File: config.mk
export PLATFORM = sky130hd
export DESIGN_NAME = lsu
export DESIGN_NICKNAME = d
export VERILOG_FILES = /design/src/rtl/lsu.sv
export SDC_FILE = /design/constraint.sdc
export NUM_CORES = 1
export LEC_CHECK = 0
export ABC_AREA = 0
export CAP_MARGIN = 0
export CORE_MARGIN = 2
export CORE_UTILIZATION = 48
export DETAILED_ROUTE_END_ITERATION = 12
export MAX_ROUTING_LAYER = met4
export PLACE_DENSITY_LB_ADDON = 0.25
export SLEW_MARGIN = 20
export SYNTH_ARGS = -nofsm -noshare
export SYNTH_HDL_FRONTEND = slang
export SYNTH_SLANG_ARGS = --single-unit
File: constraint.sdc
create_clock -name clk -period 5.2 [get_ports clk]
set_input_delay 1.04 -clock clk [delete_from_list [all_inputs] [get_ports clk]]
set_output_delay 1.04 -clock clk [all_outputs]
set_load 0.005 [all_outputs]
File: src/rtl/lsu.sv
// lsu: load/store unit bridging execute-stage results to a valid/ready memory bus and writeback.
module lsu #(
  parameter int TIMEOUT = 255
) (
  input  logic        clk,
  input  logic        rst,
  input  logic        in_valid,
  output logic        in_ready,
  input  logic [31:0] alu_result,
  input  logic [31:0] store_data,
  input  logic        mem_ren,
  input  logic        mem_wen,
  input  logic [2:0]  funct3,
  input  logic [4:0]  rd,
  input  logic        reg_wen,
  output logic        req_valid,
  input  logic        req_ready,
  output logic [31:0] req_addr,
  output logic        req_wen,
  output logic [31:0] req_wdata,
  output logic [3:0]  req_wstrb,
  input  logic        resp_valid,
  input  logic [31:0] resp_rdata,
  input  logic        resp_err,
  output logic        out_valid,
  input  logic        out_ready,
  output logic [31:0] out_data,
  output logic [4:0]  out_rd,
  output logic        out_reg_wen,
  output logic        out_fault,
  output logic [3:0]  out_cause
);
  localparam logic [1:0] S_IDLE = 2'd0, S_REQ = 2'd1, S_WAIT = 2'd2, S_DONE = 2'd3;
  localparam int CW = $clog2(TIMEOUT + 1);
  logic [1:0]    state_q, state_d;
  logic [CW-1:0] cnt_q, cnt_d;
  logic [1:0]    off_q, off_d;
  logic [2:0]    f3_q, f3_d;
  logic          wen_q, wen_d;
  logic          rwen_q, rwen_d;
  logic [4:0]    rd_q, rd_d;
  logic [31:0]   req_addr_q, req_addr_d, req_wdata_q, req_wdata_d;
  logic          req_wen_q, req_wen_d;
  logic [3:0]    req_wstrb_q, req_wstrb_d;
  logic [31:0]   out_data_q, out_data_d;
  logic          out_fault_q, out_fault_d, out_reg_wen_q, out_reg_wen_d;
  logic [3:0]    out_cause_q, out_cause_d;
  logic          mem, illegal, misal, acc_fault, busy, fin, tmo;
  logic [3:0]    acc_cause, strb;
  logic [31:0]   wdata, ld_val;
  logic [7:0]    byte_v;
  logic [15:0]   half_v;
  always_comb begin
    mem       = mem_ren | mem_wen;
    illegal   = (mem_ren & mem_wen)
              | (mem_ren & (funct3 == 3'b011 || funct3[2:1] == 2'b11))
              | (mem_wen & (funct3[2] || funct3[1:0] == 2'b11));
    misal     = (funct3[1:0] == 2'b01 && alu_result[0]) || (funct3[1:0] == 2'b10 && alu_result[1:0] != 2'b00);
    acc_fault = mem & (illegal | misal);
    acc_cause = illegal ? 4'd2 : mem_wen ? 4'd6 : 4'd4;
    strb      = funct3[1:0] == 2'b00 ? 4'b0001 << alu_result[1:0] :
                funct3[1:0] == 2'b01 ? 4'b0011 << alu_result[1:0] : 4'b1111;
    wdata     = funct3[1:0] == 2'b00 ? {4{store_data[7:0]}} :
                funct3[1:0] == 2'b01 ? {2{store_data[15:0]}} : store_data;
    byte_v    = resp_rdata[{off_q, 3'b000} +: 8];
    half_v    = resp_rdata[{off_q[1], 4'b0000} +: 16];
    ld_val    = f3_q[1:0] == 2'b00 ? {{24{~f3_q[2] & byte_v[7]}}, byte_v} :
                f3_q[1:0] == 2'b01 ? {{16{~f3_q[2] & half_v[15]}}, half_v} : resp_rdata;
    busy      = state_q == S_REQ || state_q == S_WAIT;
    fin       = state_q == S_WAIT && resp_valid;
    tmo       = busy && !fin && cnt_q == CW'(TIMEOUT - 1);
  end
  always_comb begin
    state_d       = state_q;
    cnt_d         = cnt_q;
    off_d         = off_q;
    f3_d          = f3_q;
    wen_d         = wen_q;
    rwen_d        = rwen_q;
    rd_d          = rd_q;
    req_addr_d    = req_addr_q;
    req_wen_d     = req_wen_q;
    req_wdata_d   = req_wdata_q;
    req_wstrb_d   = req_wstrb_q;
    out_data_d    = out_data_q;
    out_fault_d   = out_fault_q;
    out_cause_d   = out_cause_q;
    out_reg_wen_d = out_reg_wen_q;
    if (state_q == S_IDLE && in_valid) begin
      off_d         = alu_result[1:0];
      f3_d          = funct3;
      wen_d         = mem_wen;
      rwen_d        = reg_wen;
      rd_d          = rd;
      cnt_d         = '0;
      req_addr_d    = {alu_result[31:2], 2'b00};
      req_wen_d     = mem_wen;
      req_wdata_d   = mem_wen ? wdata : 32'd0;
      req_wstrb_d   = mem_wen ? strb : 4'd0;
      state_d       = mem && !acc_fault ? S_REQ : S_DONE;
      out_data_d    = mem ? 32'd0 : alu_result;
      out_fault_d   = acc_fault;
      out_cause_d   = acc_fault ? acc_cause : 4'd0;
      out_reg_wen_d = !mem && reg_wen && rd != 5'd0;
    end else if (busy) begin
      cnt_d = cnt_q + CW'(1);
      if (state_q == S_REQ && req_ready)
        state_d = S_WAIT;
      // A timeout is reported exactly like a bus error response.
      if (fin || tmo) begin
        state_d       = S_DONE;
        out_fault_d   = tmo || resp_err;
        out_cause_d   = tmo || resp_err ? (wen_q ? 4'd7 : 4'd5) : 4'd0;
        out_data_d    = tmo || resp_err || wen_q ? 32'd0 : ld_val;
        out_reg_wen_d = !tmo && !resp_err && !wen_q && rwen_q && rd_q != 5'd0;
      end
    end else if (state_q == S_DONE && out_ready) begin
      state_d = S_IDLE;
    end
  end
  always_ff @(posedge clk) begin
    if (rst) begin
      state_q       <= S_IDLE;
      cnt_q         <= '0;
      off_q         <= '0;
      f3_q          <= '0;
      wen_q         <= 1'b0;
      rwen_q        <= 1'b0;
      rd_q          <= '0;
      req_addr_q    <= '0;
      req_wen_q     <= 1'b0;
      req_wdata_q   <= '0;
      req_wstrb_q   <= '0;
      out_data_q    <= '0;
      out_fault_q   <= 1'b0;
      out_cause_q   <= '0;
      out_reg_wen_q <= 1'b0;
    end else begin
      state_q       <= state_d;
      cnt_q         <= cnt_d;
      off_q         <= off_d;
      f3_q          <= f3_d;
      wen_q         <= wen_d;
      rwen_q        <= rwen_d;
      rd_q          <= rd_d;
      req_addr_q    <= req_addr_d;
      req_wen_q     <= req_wen_d;
      req_wdata_q   <= req_wdata_d;
      req_wstrb_q   <= req_wstrb_d;
      out_data_q    <= out_data_d;
      out_fault_q   <= out_fault_d;
      out_cause_q   <= out_cause_d;
      out_reg_wen_q <= out_reg_wen_d;
    end
  end
  assign in_ready    = state_q == S_IDLE;
  assign req_valid   = state_q == S_REQ;
  assign out_valid   = state_q == S_DONE;
  assign req_addr    = req_addr_q;
  assign req_wen     = req_wen_q;
  assign req_wdata   = req_wdata_q;
  assign req_wstrb   = req_wstrb_q;
  assign out_data    = out_data_q;
  assign out_rd      = rd_q;
  assign out_reg_wen = out_reg_wen_q;
  assign out_fault   = out_fault_q;
  assign out_cause   = out_cause_q;
endmodule

**Clock distribution**

Scale bar: 20 µm.
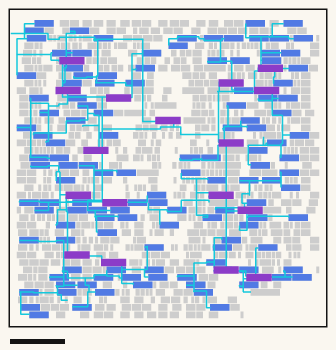
Purple shows clock-net drivers, count 17. Cyan shows clock wires, length 1,490 µm. Blue shows flip-flops, count 125.
There are 18 routed clock nets.
clk_skew: 8.91 ps
Insertion Delay late pin: 410 ps

**Cell outlines without signal wires**

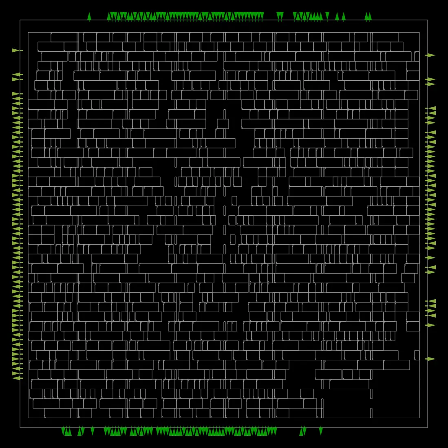
utilization after layout: 0.727
number of filler cells placed in the layout: 883

==> run notes <==
Implementation progress

The number of non-clock buffers in the layout stands at between 200 and 250. The via count of the first global-routing pass is 6,035. For the pin with the worst max-slew slack, the measured transition is between 1000 and 1500 ps.

The number of iterations in the first detailed-routing pass stands at 5. The number of cells in Yosys stat stands at 705. The data required time reported for the critical path is 5510 ps.

The sequential share of the synthesized area stands at 0.423. After global routing, the most crowded layer is met2. The report lists the number of cells resized after CTS as 0. The portion of synthesized area spent on multiplexers is 0.0764. The fraction of cell area in multi-input combinational cells is reported as 0.361. The total net switching power stands at around 0.0012 W. The path class of the tightest hold or removal check is register to register.

In the post-synthesis netlist, the biggest area contributors are dfxtp_1 42%, nand2_1 8.0%, a21oi_1 5.2%. By instance count, the leading cell after synthesis is nand2_1. The total leakage power stands at between 3 and 4 nW. The flow ran to the end, and the final reports show no timing, DRC or antenna violations.

The die covers approximately 13,000 µm². TritonCTS built the clock tree. The worst setup path is captured at a register.

The number of violations reported at the end of detailed-routing iteration 0 stands at 499. The initial antenna violation count was 1. The number of cells on the worst hold path is listed as 2. The core region area stands at between 10,000 and 15,000 µm².

The area after detailed placement stands at just over 8000 µm². The number of hold buffers added after CTS was 0. Per the hold report, the tightest min-delay path originates at req_wstrb[0]$_SDFFE_PP0N_.

The critical path starts at in_valid. The post-synth tally of flip-flops with integrated enable stands at 0. The setup path with the least slack is of type input pin to register.

STA shows the worst min-delay path finishing at req_wstrb[0]$_SDFFE_PP0N_. The largest individual stage delay along the critical path comes from the cell a21boi_4. The average cell area after synthesis stands at approximately 8.4 µm².

In the finished design, the share of the clock period the worst path needs comes to 0.655. The final design was reported to hold multi-input combinational gates totalling between 500 and 600. The post-route non-filler standard cell count stands at ~1,100. Setup slack on the worst reg-to-reg path comes out at between 2000 and 2500 ps. The count of warning messages emitted by the tools stands at 33. Setup repair after global routing left no endpoint under its margin. The timing report lists the critical path depth as 6 cells. The tightest slew margin relative to the limit stands at 0.306. Synthesis handed over a netlist of about 700 instances. After detailed routing, no signal wire sits above met4. The timing report notes that buffer and inverter cells on the critical path total 1. The clock transition at the registers of the reported paths stands at ~60 ps. The clock-cell share of area stands at 0.0655. The area fraction in xor and xnor cells stands at 0.0104. The first global-routing pass estimated between 30,000 and 40,000 µm of wire.

The number of design rule violations left after detail routing stands at 0. Per the synthesis report, the AND-OR/OR-AND share of the synthesized area is 0.249. The total count of hold-check failures in the final report stands at 0.

Among logic cells in the layout, the one with the most instances is clkdlybuf4s50_1. Grouping non-sequential cells by family puts the most area in AND-OR/OR-AND gates. Of all power groups, the one with the highest power is combinational cells. The internal power stands at approximately 0.0026 W. The flop count stands at 125.

The synthesized-area fraction occupied by adder cells stands at 0.0212. Power attributed to combinational cells is about 0.0014 W. For this run, the slowest stage of the critical path takes between 800 and 900 ps. On the critical path the data arrives at 3720 ps. In the finished layout, the clock tree contains a buffer count of 22.

For this run, the leading register cell type out of synthesis is dfxtp_1. After detailed routing, the wire length on met1 is about 7900 µm. After detailed routing, the number of vias per cell comes to 5.86.

The share of the synthesized area in the top cell type stands at 0.423. The synthesized netlist contains around 53 unique library cells. The area occupied by registers stands at around 2500 µm². The final layout net count stands at ~1,000. The row count stands at ~40.

Counting flops with an async set or reset pin after synthesis yields a share of 0. Entering global routing, the biggest net connects ~50 pins. The final weighted congestion in routability-driven placement stands at between 0.9 and 1. The total overflow left after global routing is 0. The most common logic cells in the final layout are 224 x clkdlybuf4s50_1, 125 x nand2_1, 124 x dfxtp_1, 62 x a21oi_1, 57 x nor2_1.
**Ports around the boundary**

Pins as bars across the die edge, other pins in grey.
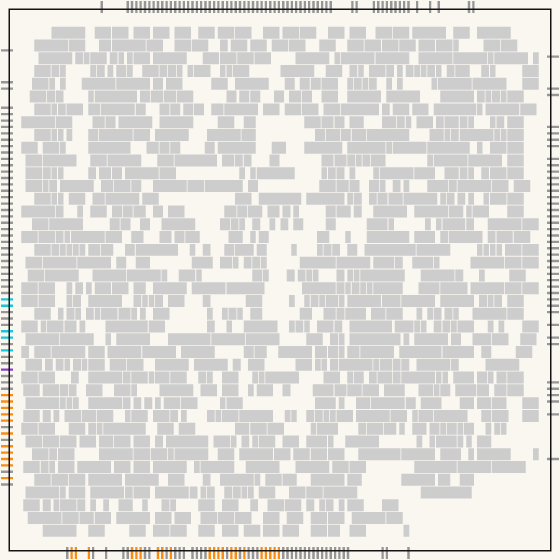
Cyan shows rd, pins 5, direction input, edge left. Purple shows rst, pins 1, direction input, edge left. Orange shows store_data, pins 32, direction input, edge 21 bottom, 11 left.
All pins by edge: 65 top, 63 left, 60 bottom, 41 right.
die outline width: 115 µm
Port-buffer cells: 225
height of the chip: 115 µm

**Metal 3**

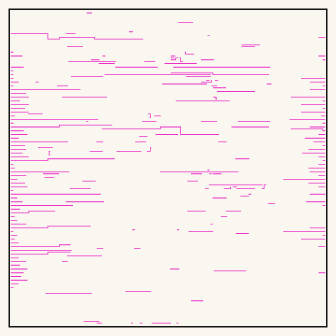
The wires run mostly horizontal. The longest straight run is 38.4 µm. 162 nets have wire on it. The layer holds 7.4% of the routed length. The layer carries 1,430 µm of wire.
total via count after detailed routing: 6,175
met3 usage in global routing: 0.0801
total routed wirelength: 19,300 µm

Power is estimated from default activity; no workload was simulated.
